run_1/final_placement.png
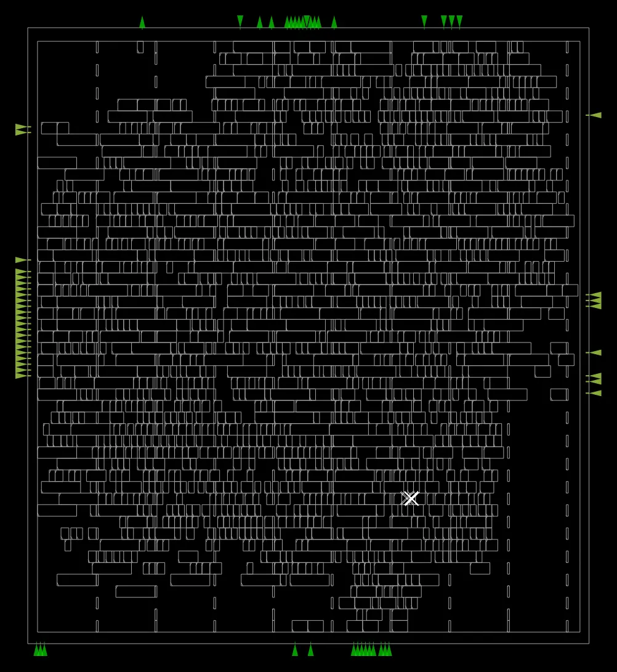
run_1/pins.png
Pins as bars across the die edge, other pins in gray.
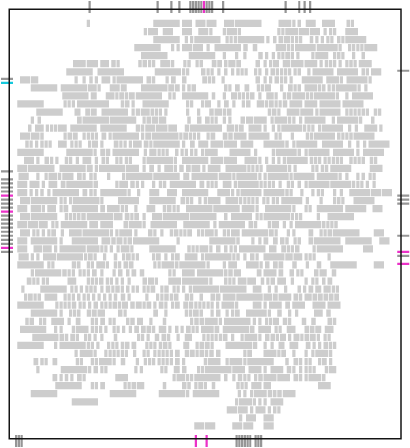
run_1/clock_map.png
Scale bar: 50 µm.
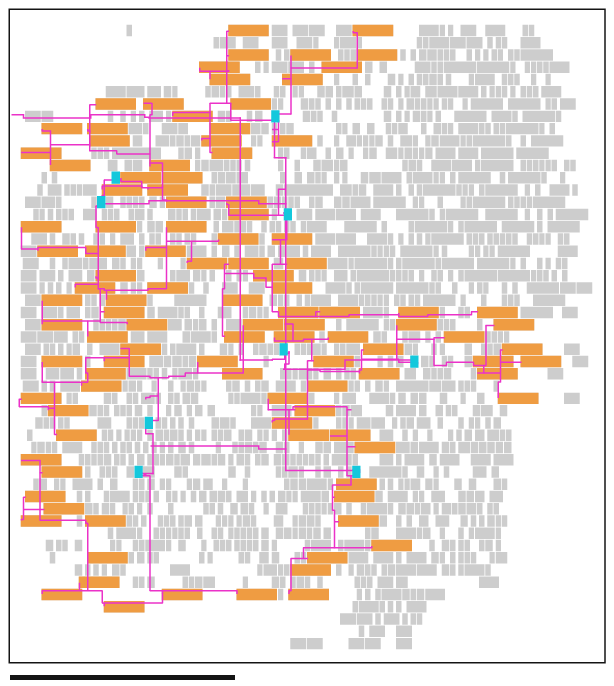
## config.mk

```make
export PLATFORM = sky130hd
export DESIGN_NAME = synth_osc_core
export DESIGN_NICKNAME = d
export VERILOG_FILES = /design/src/rtl/synth_pkg.sv /design/src/rtl/synth_pwm_dac.sv /design/src/rtl/synth_osc_core.sv
export SDC_FILE = /design/constraint.sdc
export NUM_CORES = 1
export LEC_CHECK = 0
export ABC_AREA = 1
export CORE_ASPECT_RATIO = 1.1
export CORE_MARGIN = 2
export CORE_UTILIZATION = 55
export CTS_BUF_LIST = sky130_fd_sc_hd__clkbuf_2
export CTS_CLUSTER_SIZE = 25
export DETAILED_ROUTE_END_ITERATION = 6
export PLACE_DENSITY = 0.87
export SLEW_MARGIN = 20
export SYNTH_ARGS = -nofsm -noshare
export SYNTH_HDL_FRONTEND = slang
export SYNTH_HIERARCHICAL = 1
export SYNTH_SLANG_ARGS = --single-unit
```

## constraint.sdc

```tcl
create_clock -name clk -period 6.1 [get_ports clk]
set_input_delay 0.61 -clock clk [delete_from_list [all_inputs] [get_ports clk]]
set_output_delay 0.61 -clock clk [all_outputs]
set_load 0.01 [all_outputs]
```

## src/rtl/synth_pkg.sv

```systemverilog
// synth_pkg: definitions shared by the synth oscillator core and the SPI register bank.
//   CTRL_*   bit indices into reg_control
//   FREQ_W   frequency word width
//   SAMPLE_W audio sample width
//   SUM_W    width of the mixed-waveform sum (max 3 x 255 = 765)
//   PROD_W   width of sum x volume
//   ctrl_t   control bits latched at each sample tick
package synth_pkg;

  localparam int CTRL_OSC_EN  = 0;
  localparam int CTRL_SW_GATE = 1;
  localparam int CTRL_SQ_EN   = 2;
  localparam int CTRL_SAW_EN  = 3;
  localparam int CTRL_TRI_EN  = 4;

  localparam int FREQ_W   = 24;
  localparam int SAMPLE_W = 8;
  localparam int SUM_W    = 10;
  localparam int PROD_W   = SUM_W + SAMPLE_W;

  typedef struct packed {
    logic tri_en;
    logic saw_en;
    logic sq_en;
    logic sw_gate;
    logic osc_en;
  } ctrl_t;

endpackage

```

## src/rtl/synth_pwm_dac.sv

```systemverilog
// synth_pwm_dac: 8-bit PWM DAC. It is built only when SYNTH_PWM_OUT_EN is defined.
//   clk, rst_n  system clock and asynchronous active-low reset
//   i_level     sample level to convert
//   o_pwm       high for i_level clocks out of every 256
// The level is reloaded only when the counter wraps. This keeps each PWM period
// internally consistent, so no runt pulses occur.
`ifdef SYNTH_PWM_OUT_EN
import synth_pkg::*;

module synth_pwm_dac (
  input  logic                clk,
  input  logic                rst_n,
  input  logic [SAMPLE_W-1:0] i_level,
  output logic                o_pwm
);

  logic [SAMPLE_W-1:0] r_cnt;
  logic [SAMPLE_W-1:0] r_level;

  always_ff @(posedge clk or negedge rst_n) begin
    if (!rst_n) begin
      r_cnt   <= '0;
      r_level <= '0;
    end else begin
      r_cnt <= r_cnt + SAMPLE_W'(1);
      if (r_cnt == '1) r_level <= i_level;
    end
  end

  assign o_pwm = (r_cnt < r_level);

endmodule
`endif

```

## src/rtl/synth_osc_core.sv

```systemverilog
// synth_osc_core: sample-rate oscillator and mixer that sits after the SPI register bank.
//   clk, rst_n            system clock and asynchronous active-low reset
//   reg_control           b0 OSC_EN, b1 SW_GATE, b2 SQ_EN, b3 SAW_EN, b4 TRI_EN
//   reg_freq_low/mid/high 24-bit phase increment per sample tick
//   reg_duty              square-wave threshold on phase[23:16]
//   reg_volume            linear master volume
//   sample_out            mixed, volume-scaled sample
//   sample_valid          one-clock pulse when sample_out updates
//   status_osc_running    OSC_EN registered at the tick
//   status_gate_active    OSC_EN & SW_GATE registered at the tick
//   pwm_out               PWM DAC of sample_out. Enabled by the SYNTH_PWM_OUT_EN macro; tied 0 otherwise.
// Pipeline for tick T:
//   T    phase update, control latch
//   T+1  waveform sum
//   T+2  volume scale, gate, sample_valid
import synth_pkg::*;

module synth_osc_core #(
  parameter int SAMPLE_DIV = 1024,
  parameter int PHASE_W    = FREQ_W
) (
  input  logic                clk,
  input  logic                rst_n,
  input  logic [7:0]          reg_control,
  input  logic [7:0]          reg_freq_low,
  input  logic [7:0]          reg_freq_mid,
  input  logic [7:0]          reg_freq_high,
  input  logic [7:0]          reg_duty,
  input  logic [7:0]          reg_volume,
  output logic [SAMPLE_W-1:0] sample_out,
  output logic                sample_valid,
  output logic                status_osc_running,
  output logic                status_gate_active,
  output logic                pwm_out
);

  localparam int DIV_W = $clog2(SAMPLE_DIV);
  localparam logic [DIV_W-1:0] DIV_LAST = DIV_W'(SAMPLE_DIV - 1);

  logic [DIV_W-1:0]    r_div_cnt;
  logic [PHASE_W-1:0]  r_phase;
  logic [FREQ_W-1:0]   r_freq_active;
  logic [FREQ_W-1:0]   r_freq_cand;
  ctrl_t               r_ctrl0;
  logic                r_osc_running;
  logic                r_gate_active;
  logic                r_v0;
  logic                r_v1;
  logic                r_valid;
  logic [SUM_W-1:0]    r_sum;
  logic [SAMPLE_W-1:0] r_sample;

  logic                w_tick;
  logic [FREQ_W-1:0]   w_freq_raw;
  ctrl_t               w_ctrl;
  logic [7:0]          w_ph8;
  logic [7:0]          w_sq;
  logic [7:0]          w_tri;
  logic [SUM_W-1:0]    w_sum;
  logic [SAMPLE_W-1:0] w_scaled;
  logic                w_ctrl_unused;

  assign w_tick        = (r_div_cnt == DIV_LAST);
  assign w_freq_raw    = {reg_freq_high, reg_freq_mid, reg_freq_low};
  assign w_ctrl_unused = ^reg_control[7:5];
  assign w_ctrl        = '{tri_en:  reg_control[CTRL_TRI_EN],
                           saw_en:  reg_control[CTRL_SAW_EN],
                           sq_en:   reg_control[CTRL_SQ_EN],
                           sw_gate: reg_control[CTRL_SW_GATE],
                           osc_en:  reg_control[CTRL_OSC_EN]};

  always_ff @(posedge clk or negedge rst_n) begin
    if (!rst_n) r_div_cnt <= '0;
    else if (w_tick) r_div_cnt <= '0;
    else r_div_cnt <= r_div_cnt + DIV_W'(1);
  end

  // A frequency word is adopted only after it has been seen unchanged on two
  // consecutive ticks. A half-written multi-byte update is therefore never used.
  always_ff @(posedge clk or negedge rst_n) begin
    if (!rst_n) begin
      r_phase       <= '0;
      r_freq_active <= '0;
      r_freq_cand   <= '0;
      r_ctrl0       <= '0;
      r_osc_running <= 1'b0;
      r_gate_active <= 1'b0;
    end else if (w_tick) begin
      r_phase       <= w_ctrl.osc_en ? r_phase + PHASE_W'(r_freq_active) : '0;
      r_freq_cand   <= w_freq_raw;
      if (w_freq_raw == r_freq_cand) r_freq_active <= w_freq_raw;
      r_ctrl0       <= w_ctrl;
      r_osc_running <= w_ctrl.osc_en;
      r_gate_active <= w_ctrl.osc_en & w_ctrl.sw_gate;
    end
  end

  assign w_ph8 = r_phase[PHASE_W-1 -: 8];
  assign w_sq  = (w_ph8 < reg_duty) ? 8'hFF : 8'h00;
  assign w_tri = r_phase[PHASE_W-1] ? ~r_phase[PHASE_W-2 -: 8] : r_phase[PHASE_W-2 -: 8];

  always_comb begin
    w_sum = '0;
    if (r_ctrl0.sq_en)  w_sum = w_sum + SUM_W'(w_sq);
    if (r_ctrl0.saw_en) w_sum = w_sum + SUM_W'(w_ph8);
    if (r_ctrl0.tri_en) w_sum = w_sum + SUM_W'(w_tri);
  end

  assign w_scaled = SAMPLE_W'((PROD_W'(r_sum) * PROD_W'(reg_volume)) >> (PROD_W - SAMPLE_W));

  // r_ctrl0 is held from tick T until the next tick, which comes SAMPLE_DIV clocks
  // later (at least 4). The gate applied at T+2 therefore matches the control
  // that produced this sample.
  always_ff @(posedge clk or negedge rst_n) begin
    if (!rst_n) begin
      r_v0     <= 1'b0;
      r_v1     <= 1'b0;
      r_valid  <= 1'b0;
      r_sum    <= '0;
      r_sample <= '0;
    end else begin
      r_v0    <= w_tick;
      r_v1    <= r_v0;
      r_valid <= r_v1;
      if (r_v0) r_sum <= w_sum;
      if (r_v1) r_sample <= (r_ctrl0.osc_en & r_ctrl0.sw_gate) ? w_scaled : '0;
    end
  end

  assign sample_out         = r_sample;
  assign sample_valid       = r_valid;
  assign status_osc_running = r_osc_running;
  assign status_gate_active = r_gate_active;

`ifdef SYNTH_PWM_OUT_EN
  synth_pwm_dac u_pwm_dac (
    .clk     (clk),
    .rst_n   (rst_n),
    .i_level (r_sample),
    .o_pwm   (pwm_out)
  );
`else
  assign pwm_out = 1'b0;
`endif

endmodule

```

==> metrics.yaml, run 1 <==
cp_slowest_cell: "dfrtp_1"
yosys_warnings: 6
synth-edff-count: 0
required_ns: 6.69
fp.dieW_um: 132
reg2reg_depth: 17
crit_fanout: 9
die_height_um: 145
grt_pass1_wl_um: 38900
ys_cells: 1423
grt.busiest_layer: "met2"
drc_errors: 21
dr.pass1.iters: 7
top_regs: "r_freq_active: 24 flops, r_freq_cand: 24 flops, r_phase: 24 flops"
fp_util_pct: 55.9
ios: 62
flop_cell: "dfrtp_1"
power_frac_comb_pct: 49.7
outcome: "complete, but fails checks"
r2r_end: "sample_out[6]"
top_cell: "nand2_1"
cpPeakStageDelay_ns: 0.66
clock_path_buffers: 2
post_cts_buffers: 0
synth_seq_share_pct: 27.6
synth_cell_type_count: 36
clock_latency_ns: 0.64
leakagePower_nw: 5.80
max_slew_margin_pct: 42.2
common_cells: "nand2_1 (484), inv_1 (290), dfrtp_1 (109), ha_1 (82), nand3_1 (82)"
ir_drop_mv: 0.207
ys_area_um2: 9890
dr_wl_met3_um: 1000
drv_slew: 0
synth_nets: 1605
antenna_found_initial: 2
dp_hpwl_um: 17700
top_layer_used: "met5"
htree_num_levels: 3
grt_use_met1_pct: 30.8
finalSetupTns_ns: 0
grt_overflow: 0
path_buffers: 3
chipArea_um2: 19100
synthTopCellsByArea: "dfrtp_1 (28%), nand2_1 (18%), inv_1 (11%)"
final_cell_mix: "nand2_1 (484), inv_1 (290), dfrtp_1 (109)"
vias_per_cell: 5.16
cellInternalPower_mw: 1.27
fin_worst_skew_ns: 0.0407
drt_iter0_drc: 604
syn2layout_area_growth_pct: 8.74
drive_gt1_share_pct: 2.32
grt_use_met2_pct: 45.7
syn_avg_cell_area_um2: 6.95
grt_usage_pct: 25.1
startpoint_type: "flop"
clock.fmax_mhz: 223
hold_viol: 0
met3_usage_pct: 4.28
portBuffers: 57
warning_count: 29
cts_tree: "yes"
clkSlewWorstSetupHoldPaths_ns: 0.31
grt_pass1_vias: 8668
cp-end-kind: "flop"
core_area_um2: 17700
path_cells: "nand2_1, fa_1, inv_1, fa_1, fa_1, inv_1, fa_1, inv_1, ha_1, a21oi_1, a21boi_0, nor2_1, nor2_1, nand2_1, nand2_1, nand3_1, nand2_1"
r2r_setup_slack_ns: 1.62
cts_buffers: 9
violations: "design-rule violations"
avgRoutedWirePerCell_um: 13.3
largest_area_cell: "dfrtp_1"
ctsRootBufferMaster: "clkbuf_2"
drt-total-wl_um: 22600
synthesis.area_um2: 9890
endpoint: "sample_out[6]"
About final_placement.png:
Layout fillers: 1601
Tapcell Cnt: 238

About pins.png:
Cyan shows `rst_n`, pins 1, direction input, edge left. Magenta shows `reg_freq_high`, pins 8, direction input, edge 3 left, 2 right, 2 bottom, 1 top.
All pins by edge: 22 left, 18 top, 14 bottom, 8 right.

About clock_map.png:
Cyan shows cells driving clock nets, count 9. Magenta shows clock wires, length 1350 µm. Orange shows flip-flops, count 109.
There are 10 routed clock nets.

[run 1: cell families after synthesis]
| kind of cell | share of synthesized area (%) |
|---|---|
| compound gates | 7.38 |
| xor+xnor | 3.63 |
| fa+ha+maj | 20.5 |
| buf+inv | 12.9 |
| flops | 27.6 |
| other cells | 0.0379 |
| simple gates | 28.0 |
[run 1: power groups by stage]
stage | sequential, mW | combinational (mW) | clock (mW)
floorplan | 0.739 | 0.822 | 0
global placement | 0.740 | 1.06 | 0
detailed placement | 0.740 | 1.08 | 0
CTS | 0.728 | 1.09 | 0.390
global route | 0.729 | 1.27 | 0.418
finish | 0.728 | 1.10 | 0.386
[run 1: cell type report]
| type | instances | area, µm² |
|---|---|---|
| antenna | 1 | 2.50 |
| inverter | 293 | 1100 |
| timing repair buffer | 61 | 604 |
| tap | 238 | 298 |
| clock inverter | 6 | 87.6 |
| sequential | 109 | 2730 |
| clock buffer | 10 | 50.0 |
| multi-input combinational | 985 | 5880 |
| fill | 1601 | 6920 |
[run 1: worst reg2reg max path, delay by kind of cell, from the launching register on]
family          cells  cell delay (ns)
buf+inv             3             0.15
flops               1             0.66
simple gates        7             0.61
compound gates      2             0.50
fa+ha+maj           5             2.48
[run 1: through the flow]
stage	cells	hold WS [ns]	setup WS (ns)	cell area [µm²]	power, mW
2_1_floorplan	1423	0.314	1.71	9890	1.56
3_3_place_gp	1685	0.447	1.03	10600	1.80
3_5_place_dp	1685	0.455	1.01	10600	1.82
4_1_cts	1702	0.316	1.67	10700	2.21
5_1_grt	1703	0.333	1.33	10800	2.42
6_report	1703	0.334	1.62	10800	2.21
[run 1: what timing repair did]
item                                    4_1_cts  5_1_grt
hold buffers                                  1        0
resized                                       0        0
endpoints found under the hold margin        22        0
endpoints found under the setup margin        0        0
==> run 2: changes to the inputs <==
clock period = 4.22 ns   (was 6.1 ns; I/O delays follow)
==> run 2 against run 1 <==
Effect of this change: the flow now finishes without violations; core utilization rose by 2.8 points; synthesized cell count did not move; cell area rose by 4.7%; wire length rose by 4.8%; clock power rose by 29%; non-clock buffer count rose by 45; critical endpoint is now sample_out[0]; highest routed layer unchanged.
==> metrics.yaml, run 2 <==
design_area_um2: 11300  # +4.7%
antenna_found_initial: 1  # -1
clock.fmax_mhz: 245  # +9.8%
post_dp_cell_area_um2: 10900  # +2.6%
grt_pass1_vias: 8698  # +0.35%
r2r_setup_slack_ns: 0.14  # -1.48 ns
syn_avg_cell_area_um2: 6.95  # unchanged
cpPeakStageDelay_ns: 0.57  # -0.09 ns
ios: 62  # unchanged
clock_latency_ns: 0.64  # about the same
max_slew_margin_pct: 38.0  # -4.1 points
leakagePower_nw: 6.03  # +3.8%
core_area_um2: 17700  # unchanged
clkSlewWorstSetupHoldPaths_ns: 0.30  # about the same
synth_cell_type_count: 36  # unchanged
top_regs: "r_freq_active: 24 flops, r_freq_cand: 24 flops, r_phase: 24 flops"
fin_worst_skew_ns: 0.0302  # -0.0105 ns
path_buffers: 5  # +2
cts_tree: "yes"
ir_drop_mv: 0.296  # +43%
finalSetupTns_ns: 0  # unchanged
outcome: "finished, final reports clean"
drt_iter0_drc: 584  # -3.3%
dp.cells: 1721  # +2.1%
yosys_warnings: 6  # unchanged
final_cell_mix: "nand2_1 (475), inv_1 (287), dfrtp_1 (104)"
top_cell: "nand2_1"
hold_viol: 0  # unchanged
drive_gt1_share_pct: 7.82  # +5.5 points
flop_cell: "dfrtp_1"
drv_slew: 0  # unchanged
total_power_mw: 3.84  # +73%
drc_errors: 0  # -100%
common_cells: "nand2_1 (484), inv_1 (290), dfrtp_1 (109), ha_1 (82), nand3_1 (82)"
hold_slack_ns: 0.322  # -0.0121 ns
dp_hpwl_um: 18600  # +4.8%
cp-end-kind: "flop"
ys_area_um2: 9890  # unchanged
required_ns: 4.78  # -1.91 ns
synthesis.area_um2: 9890  # unchanged
grt_pass1_wl_um: 39700  # +2.0%
grt_overflow: 0  # unchanged
synthTopCellsByArea: "dfrtp_1 (28%), nand2_1 (18%), inv_1 (11%)"
cp_slowest_cell: "fa_1"
place_ws_ns: -0.524  # -1.54 ns
r2r_end: "sample_out[0]"
crit_fanout: 5  # -4
warning_count: 29  # unchanged
num_antenna_cells: 0  # -1
reg2reg_depth: 18  # +1
clock_path_buffers: 2  # unchanged
setup_ws_ns: 0.139  # -1.48 ns
synth_nets: 1605  # unchanged
fp_util_pct: 55.9  # unchanged
startpoint_type: "flop"
avgRoutedWirePerCell_um: 13.6  # +2.2%
run 2: worst max-delay path by stage:
stage               depth (start not counted)       endpoint          start
finish                                     18  sample_out[0]       r_sum[6]
global placement                           17  sample_out[6]  reg_volume[4]
detailed placement                         16  sample_out[2]  reg_volume[4]
floorplan                                  17  sample_out[6]  reg_volume[7]
CTS                                        19  sample_out[4]       r_sum[4]
global route                               17  sample_out[7]       r_sum[1]
run 2: final cells by class:
class | count | area [µm²] | share of cell area, %
clock buffer | 11 | 55.1 | 0.489
clock inverter | 5 | 61.3 | 0.545
inverter | 293 | 1100 | 9.77
multi-input combinational | 985 | 6060 | 53.9
sequential | 109 | 2730 | 24.3
tap | 238 | 298 | 2.65
timing repair buffer | 106 | 946 | 8.40
run 2: power by group:
group          switching [mW]  internal (mW)  total (mW)
clock network           0.356          0.141       0.498
logic                    1.30          0.983        2.28
registers             0.00249           1.05        1.05
run 2: cells by family (layout without fill, tap and decap cells):
kind of cell	count (synthesis)	after routing	share of synthesized area (%)
AOI/OAI and AO/OA	135	135	7.38
other	1	1	0.0379
xor gates and xnor gates	41	41	3.63
and+or+nand+nor	676	676	28.0
adders and majority gates	132	132	20.5
buffers and inverters	329	415	12.9
DFF	109	109	27.6
run 2: layer usage:
metal,vias up,GRT usage [%],wire length [µm]
met3,58,2.77,1020
met1,4203,31.5,9930
met5,-,0,13
met4,2,9.95,616
li1,4498,-,-
met2,245,46.5,12200
run 2: timing repair:
action / CTS / global route
hold buffers: 1 / 0
hold endpoints to repair: 109 / 0
setup endpoints to repair: 4 / 8
pin swaps: 0 / 28
gates resized: 6 / 42
buffers inserted: 0 / 9
run_2/pins.png
Pins as bars across the die edge, other pins in gray.
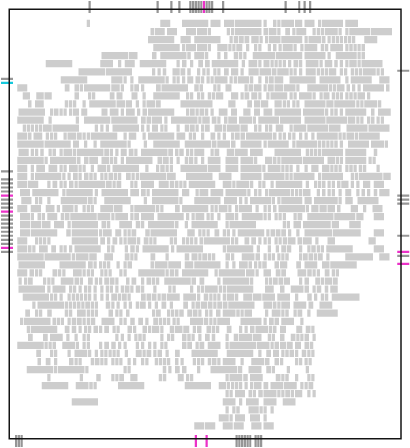
Cyan shows `rst_n`, pins 1, direction input, edge left. Magenta shows `reg_freq_high`, pins 8, direction input, edge 3 left, 2 right, 2 bottom, 1 top.
All pins by edge: 22 left, 18 top, 14 bottom, 8 right.
Die Wd: 132 µm
Port Buffers: 57
Die Ht: 145 µm

run_2/final_placement.png
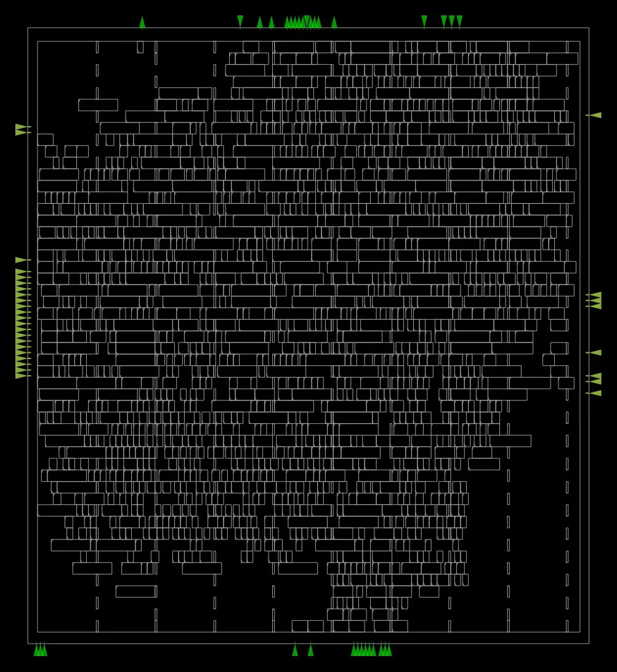
final core utilization: 63.7%
# rows: 51
fin cells: 1747
Layout fillers: 1533

run_2/clock_map.png
Scale bar: 50 µm.
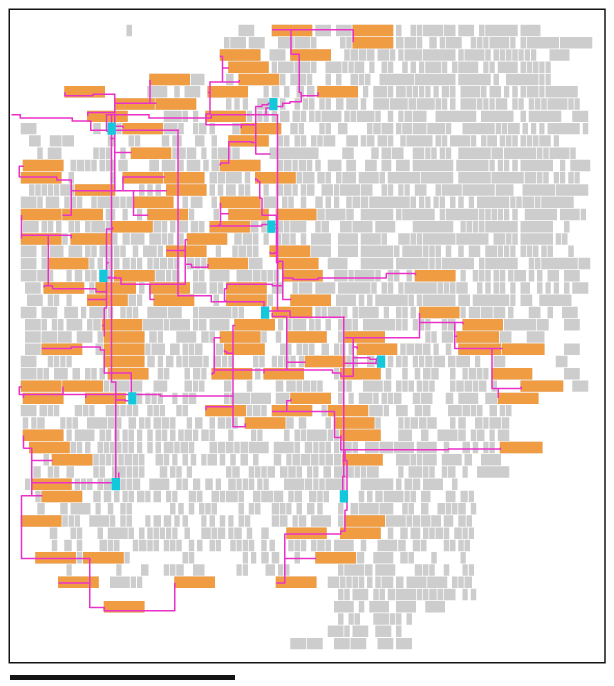
Orange shows flip-flops, count 109. Magenta shows clock wires, length 1330 µm. Cyan shows cells driving clock nets, count 9.
There are 10 routed clock nets.

Power figures rest on the tool's default switching activity, not on a simulated workload.
